File: src/rtl/pipe_ctrl_if.sv
// pipe_ctrl_if: handshake bundle between pipeline stages and the pipeline
// hazard/stall controller.
//   Decode side : dec_valid, dec_read_a/b, dec_arg_a/b
//   Read side   : rd_load, rd_dst_reg, br_taken
//   Exe/memory  : exe_mem_en, mem_ready
//   Controls    : pc_hold, dec_hold, rd_hold, rd_bubble, flush
//   Status      : state, stall_cycles, mem_timeout
// slave  = the controller (pipe_ctrl); master = the pipeline / testbench.
interface pipe_ctrl_if;
  logic        dec_valid;
  logic        dec_read_a;
  logic        dec_read_b;
  logic [3:0]  dec_arg_a;
  logic [3:0]  dec_arg_b;
  logic        rd_load;
  logic [3:0]  rd_dst_reg;
  logic        br_taken;
  logic        exe_mem_en;
  logic        mem_ready;
  logic        pc_hold;
  logic        dec_hold;
  logic        rd_hold;
  logic        rd_bubble;
  logic        flush;
  logic [1:0]  state;
  logic [15:0] stall_cycles;
  logic        mem_timeout;

  modport slave (
    input  dec_valid, dec_read_a, dec_read_b, dec_arg_a, dec_arg_b,
           rd_load, rd_dst_reg, br_taken, exe_mem_en, mem_ready,
    output pc_hold, dec_hold, rd_hold, rd_bubble, flush,
           state, stall_cycles, mem_timeout
  );

  modport master (
    output dec_valid, dec_read_a, dec_read_b, dec_arg_a, dec_arg_b,
           rd_load, rd_dst_reg, br_taken, exe_mem_en, mem_ready,
    input  pc_hold, dec_hold, rd_hold, rd_bubble, flush,
           state, stall_cycles, mem_timeout
  );
endinterface

File: src/rtl/pipe_ctrl.sv
// pipe_ctrl: pipeline hazard and stall controller.
// Detects load-use hazards, taken-branch flushes and memory waits and drives
// the stage hold/bubble/flush controls (Mealy: combinational from state,
// counter and inputs). Keeps a saturating count of PC-hold cycles and a
// sticky memory-timeout flag.
// Ports:
//   cpu_clk  - clock, all state on rising edge
//   cpu_rst  - synchronous active-high reset; also forces controls to 0
//   bus      - pipe_ctrl_if.slave (stage inputs, controls, status)
module pipe_ctrl #(
  parameter int LOAD_LAT    = 2,
  parameter int FLUSH_DEPTH = 2,
  parameter int MEM_TIMEOUT = 255
) (
  input  logic         cpu_clk,
  input  logic         cpu_rst,
  pipe_ctrl_if.slave   bus
);

  typedef enum logic [1:0] {
    RUN        = 2'd0,
    STALL_LOAD = 2'd1,
    WAIT_MEM   = 2'd2,
    FLUSH      = 2'd3
  } state_e;

  state_e      state_q, state_d;
  logic [7:0]  cnt_q, cnt_d;
  logic [15:0] stall_cycles_q, stall_cycles_d;
  logic        mem_timeout_q, mem_timeout_d;

  logic hazard;
  logic mem_stall;
  logic pc_hold, dec_hold, rd_hold, rd_bubble, flush;

  // Register 0 is deliberately not exempt from the hazard compare.
  assign hazard = bus.dec_valid & bus.rd_load &
                  ((bus.dec_read_a & (bus.dec_arg_a == bus.rd_dst_reg)) |
                   (bus.dec_read_b & (bus.dec_arg_b == bus.rd_dst_reg)));
  assign mem_stall = bus.exe_mem_en & ~bus.mem_ready;

  always_comb begin
    state_d   = state_q;
    cnt_d     = cnt_q;
    pc_hold   = 1'b0;
    dec_hold  = 1'b0;
    rd_hold   = 1'b0;
    rd_bubble = 1'b0;
    flush     = 1'b0;

    unique case (state_q)
      RUN: begin
        if (mem_stall) begin
          pc_hold  = 1'b1;
          dec_hold = 1'b1;
          rd_hold  = 1'b1;
          state_d  = WAIT_MEM;
          cnt_d    = 8'd1;
        end else if (bus.br_taken) begin
          flush     = 1'b1;
          rd_bubble = 1'b1;
          if (FLUSH_DEPTH > 1) begin
            state_d = FLUSH;
            cnt_d   = 8'(FLUSH_DEPTH - 1);
          end
        end else if (hazard) begin
          pc_hold   = 1'b1;
          dec_hold  = 1'b1;
          rd_bubble = 1'b1;
          if (LOAD_LAT > 1) begin
            state_d = STALL_LOAD;
            cnt_d   = 8'(LOAD_LAT - 1);
          end
        end
      end
      STALL_LOAD: begin
        pc_hold   = 1'b1;
        dec_hold  = 1'b1;
        rd_bubble = 1'b1;
        cnt_d     = cnt_q - 8'd1;
        if (cnt_q == 8'd1) state_d = RUN;
      end
      FLUSH: begin
        flush     = 1'b1;
        rd_bubble = 1'b1;
        cnt_d     = cnt_q - 8'd1;
        if (cnt_q == 8'd1) state_d = RUN;
      end
      WAIT_MEM: begin
        pc_hold  = ~bus.mem_ready;
        dec_hold = ~bus.mem_ready;
        rd_hold  = ~bus.mem_ready;
        if (bus.mem_ready) begin
          state_d = RUN;
        end else if (cnt_q != 8'hFF) begin
          // Counter parks at its maximum so the timeout compare stays valid.
          cnt_d = cnt_q + 8'd1;
        end
      end
      default: state_d = RUN;
    endcase

    if (cpu_rst) begin
      pc_hold   = 1'b0;
      dec_hold  = 1'b0;
      rd_hold   = 1'b0;
      rd_bubble = 1'b0;
      flush     = 1'b0;
    end
  end

  always_comb begin
    stall_cycles_d = stall_cycles_q;
    if (pc_hold && (stall_cycles_q != 16'hFFFF))
      stall_cycles_d = stall_cycles_q + 16'd1;
    mem_timeout_d = mem_timeout_q |
                    ((state_q == WAIT_MEM) && (cnt_q == 8'(MEM_TIMEOUT)));
  end

  always_ff @(posedge cpu_clk) begin
    if (cpu_rst) begin
      state_q        <= RUN;
      cnt_q          <= 8'd0;
      stall_cycles_q <= 16'd0;
      mem_timeout_q  <= 1'b0;
    end else begin
      state_q        <= state_d;
      cnt_q          <= cnt_d;
      stall_cycles_q <= stall_cycles_d;
      mem_timeout_q  <= mem_timeout_d;
    end
  end

  assign bus.pc_hold      = pc_hold;
  assign bus.dec_hold     = dec_hold;
  assign bus.rd_hold      = rd_hold;
  assign bus.rd_bubble    = rd_bubble;
  assign bus.flush        = flush;
  assign bus.state        = state_q;
  assign bus.stall_cycles = stall_cycles_q;
  assign bus.mem_timeout  = mem_timeout_q;

endmodule

File: src/flat_wrapper.sv
// flat-port wrapper written by rule: the top's interface ports become plain ports
module pipe_ctrl_flat 
#(
  parameter int LOAD_LAT    = 2,
  parameter int FLUSH_DEPTH = 2,
  parameter int MEM_TIMEOUT = 255
)
  (cpu_clk, cpu_rst, bus_dec_valid, bus_dec_read_a, bus_dec_read_b, bus_dec_arg_a, bus_dec_arg_b, bus_rd_load, bus_rd_dst_reg, bus_br_taken, bus_exe_mem_en, bus_mem_ready, bus_pc_hold, bus_dec_hold, bus_rd_hold, bus_rd_bubble, bus_flush, bus_state, bus_stall_cycles, bus_mem_timeout);
  pipe_ctrl_if bus_i ();
  input  logic cpu_clk;
  input  logic cpu_rst;
  input wire logic [$bits(bus_i.dec_valid)-1:0] bus_dec_valid;
  input wire logic [$bits(bus_i.dec_read_a)-1:0] bus_dec_read_a;
  input wire logic [$bits(bus_i.dec_read_b)-1:0] bus_dec_read_b;
  input wire logic [$bits(bus_i.dec_arg_a)-1:0] bus_dec_arg_a;
  input wire logic [$bits(bus_i.dec_arg_b)-1:0] bus_dec_arg_b;
  input wire logic [$bits(bus_i.rd_load)-1:0] bus_rd_load;
  input wire logic [$bits(bus_i.rd_dst_reg)-1:0] bus_rd_dst_reg;
  input wire logic [$bits(bus_i.br_taken)-1:0] bus_br_taken;
  input wire logic [$bits(bus_i.exe_mem_en)-1:0] bus_exe_mem_en;
  input wire logic [$bits(bus_i.mem_ready)-1:0] bus_mem_ready;
  output wire logic [$bits(bus_i.pc_hold)-1:0] bus_pc_hold;
  output wire logic [$bits(bus_i.dec_hold)-1:0] bus_dec_hold;
  output wire logic [$bits(bus_i.rd_hold)-1:0] bus_rd_hold;
  output wire logic [$bits(bus_i.rd_bubble)-1:0] bus_rd_bubble;
  output wire logic [$bits(bus_i.flush)-1:0] bus_flush;
  output wire logic [$bits(bus_i.state)-1:0] bus_state;
  output wire logic [$bits(bus_i.stall_cycles)-1:0] bus_stall_cycles;
  output wire logic [$bits(bus_i.mem_timeout)-1:0] bus_mem_timeout;
  assign bus_i.dec_valid = bus_dec_valid;
  assign bus_i.dec_read_a = bus_dec_read_a;
  assign bus_i.dec_read_b = bus_dec_read_b;
  assign bus_i.dec_arg_a = bus_dec_arg_a;
  assign bus_i.dec_arg_b = bus_dec_arg_b;
  assign bus_i.rd_load = bus_rd_load;
  assign bus_i.rd_dst_reg = bus_rd_dst_reg;
  assign bus_i.br_taken = bus_br_taken;
  assign bus_i.exe_mem_en = bus_exe_mem_en;
  assign bus_i.mem_ready = bus_mem_ready;
  assign bus_pc_hold = bus_i.pc_hold;
  assign bus_dec_hold = bus_i.dec_hold;
  assign bus_rd_hold = bus_i.rd_hold;
  assign bus_rd_bubble = bus_i.rd_bubble;
  assign bus_flush = bus_i.flush;
  assign bus_state = bus_i.state;
  assign bus_stall_cycles = bus_i.stall_cycles;
  assign bus_mem_timeout = bus_i.mem_timeout;
  pipe_ctrl #(.LOAD_LAT(LOAD_LAT), .FLUSH_DEPTH(FLUSH_DEPTH), .MEM_TIMEOUT(MEM_TIMEOUT)) u_core (.cpu_clk(cpu_clk), .cpu_rst(cpu_rst), .bus(bus_i));
endmodule
File: config.mk
export PLATFORM = sky130hd
export DESIGN_NAME = pipe_ctrl_flat
export DESIGN_NICKNAME = d
export VERILOG_FILES = /design/src/rtl/pipe_ctrl_if.sv /design/src/rtl/pipe_ctrl.sv /design/src/flat_wrapper.sv
export SDC_FILE = /design/constraint.sdc
export NUM_CORES = 1
export LEC_CHECK = 0
export ABC_AREA = 1
export ABC_CLOCK_PERIOD_IN_PS = 3750
export CAP_MARGIN = 15
export CORE_ASPECT_RATIO = 1.5
export CORE_MARGIN = 4
export CORE_UTILIZATION = 40
export CTS_BUF_LIST = sky130_fd_sc_hd__clkbuf_4
export CTS_CLUSTER_SIZE = 24
export DETAILED_ROUTE_END_ITERATION = 8
export PLACE_DENSITY_LB_ADDON = 0.05
export SYNTH_ARGS = -nofsm -noshare
export SYNTH_HDL_FRONTEND = slang
export SYNTH_SLANG_ARGS = --single-unit
File: constraint.sdc
create_clock -name cpu_clk -period 3.75 [get_ports cpu_clk]
set_clock_uncertainty 0.1 [all_clocks]
set_input_delay 0.75 -clock cpu_clk [delete_from_list [all_inputs] [get_ports cpu_clk]]
set_output_delay 0.75 -clock cpu_clk [all_outputs]
set_load 0.005 [all_outputs]
Routed clock nets over the placement:
Scale: 3 px per um.
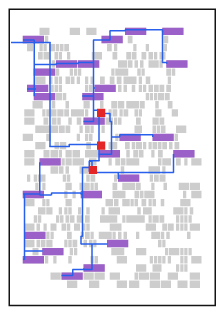
[flip-flops] purple | count: 27
[clock drivers] red | count: 3
[clock wires] blue | length: 405 um
flops lie: spread over the die
routed clock nets: 4

Nets reached from selected ports:
Scale: 4 px per um.
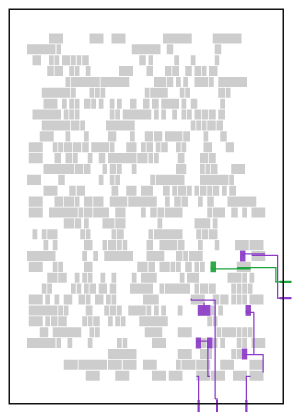
| port | color | bits | direction | end cells | buffers | wire |
|---|---|---|---|---|---|---|
| `bus_exe_mem_en` | green | 1 | input | 1 | 1 | 24.4 um |
| `bus_dec_arg_b` | purple | 4 | input | 6 | 4 | 106 um |

==> impl_report.txt <==
RUN METRICS
----------------------------------------------------
[Cells and area]
  Comb gate area ........................ 1350 um2
  Count of multi-input combinational gates ........................ 254
  Non-clock buffers, area share ........................ 16.9%
  Top logic cells by instance count in the layout ........................ 81 x nand2_1, 49 x inv_1, 44 x clkdlybuf4s50_1, 43 x nor2_1, 27 x dfxtp_1
  Buffers, non-clock ........................ 46
  # clk buffers ........................ 3

[Worst setup path]
  Worst R2R Start ........................ u_core.bus.state[0]
  Crit Reg-Reg Endpoint ........................ u_core.bus.stall_cycles[15]
  CP Max Fanout ........................ 8
  Arrival time reported for the critical path endpoint ........................ 2690 ps
  Crit path required time ........................ 2900 ps

[Drt]
  Routed length per instance ........................ 12.1 um
  Detail Route Antenna Nets ........................ 0

[Synthesis]
  Post-synth top flop ........................ dfxtp_1
  Top area cell types ........................ dfxtp_1 25%, nand2_1 14%, inv_1 8.5%, nor2_1 7.4%, nand3_1 6.0%
  Post-synthesis adder-cell area fraction ........................ 5.19%
  Post-synthesis instance total ........................ 348
  Synth Register Bits ........................ 27

[Job]
  Tally of OpenROAD warnings ........................ 32

[Final timing]
  Final-report hold violation count ........................ 0
  Unrepaired setup endpoints after global routing ........................ no
  Max-slew violations ........................ 0
  Fin crit share ........................ 94.3%
  Final setup viols ........................ 0

[Global route]
  Via count of the first global-routing pass ........................ 2138

[Min path]
  Sink of the worst hold path ........................ u_core.bus.mem_timeout

[Placement]
  Number of I/O port buffers ........................ 44
  Placed standard-cell area ........................ 2660 um2
  Minimum setup slack after placement ........................ 204 ps

[Clocking]
  Clock edge transition at the registers on the reported setup and hold paths ........................ 160 ps
  Number of sinks on the clock net ........................ 27
  Hold-fix buffers at CTS ........................ 0

[Outcome]
  Status ........................ finished clean

[Floorplan]
  Horizontal die dimension ........................ 68.2 um
  Vertical die dimension ........................ 98.2 um
  IO Pins ........................ 45

[Power and ir drop]
  Clock share of power ........................ 11.8%

----------------------------------------------------
-- routing by layer --
metal	routed length [um]	up-vias	global-route usage, %
met4	148	0	6.43
met1	2330	949	20.0
met2	2930	39	32.0
met3	122	12	1.84
met5	0	-	0
li1	-	1185	-
-- critical path: stages --
cell             delay [ps]
clkdlybuf4s50_1         510
inv_2                    50
nand2_1                  50
nand2_1                  50
nor2_1                   90
nand3_1                  80
nand2_2                 100
nand3_4                  90
nand2_4                 110
nand2_2                 120
nor2_2                  160
clkdlybuf4s50_1         520
-- sequential cells by signal, indices dropped and copies added, names as in the netlist --
name                     count
u_core.cnt_q                 8
u_core.bus.state             2
u_core.bus.stall_cycles     16
u_core.bus.mem_timeout       1
Power is estimated from default activity; no workload was simulated.
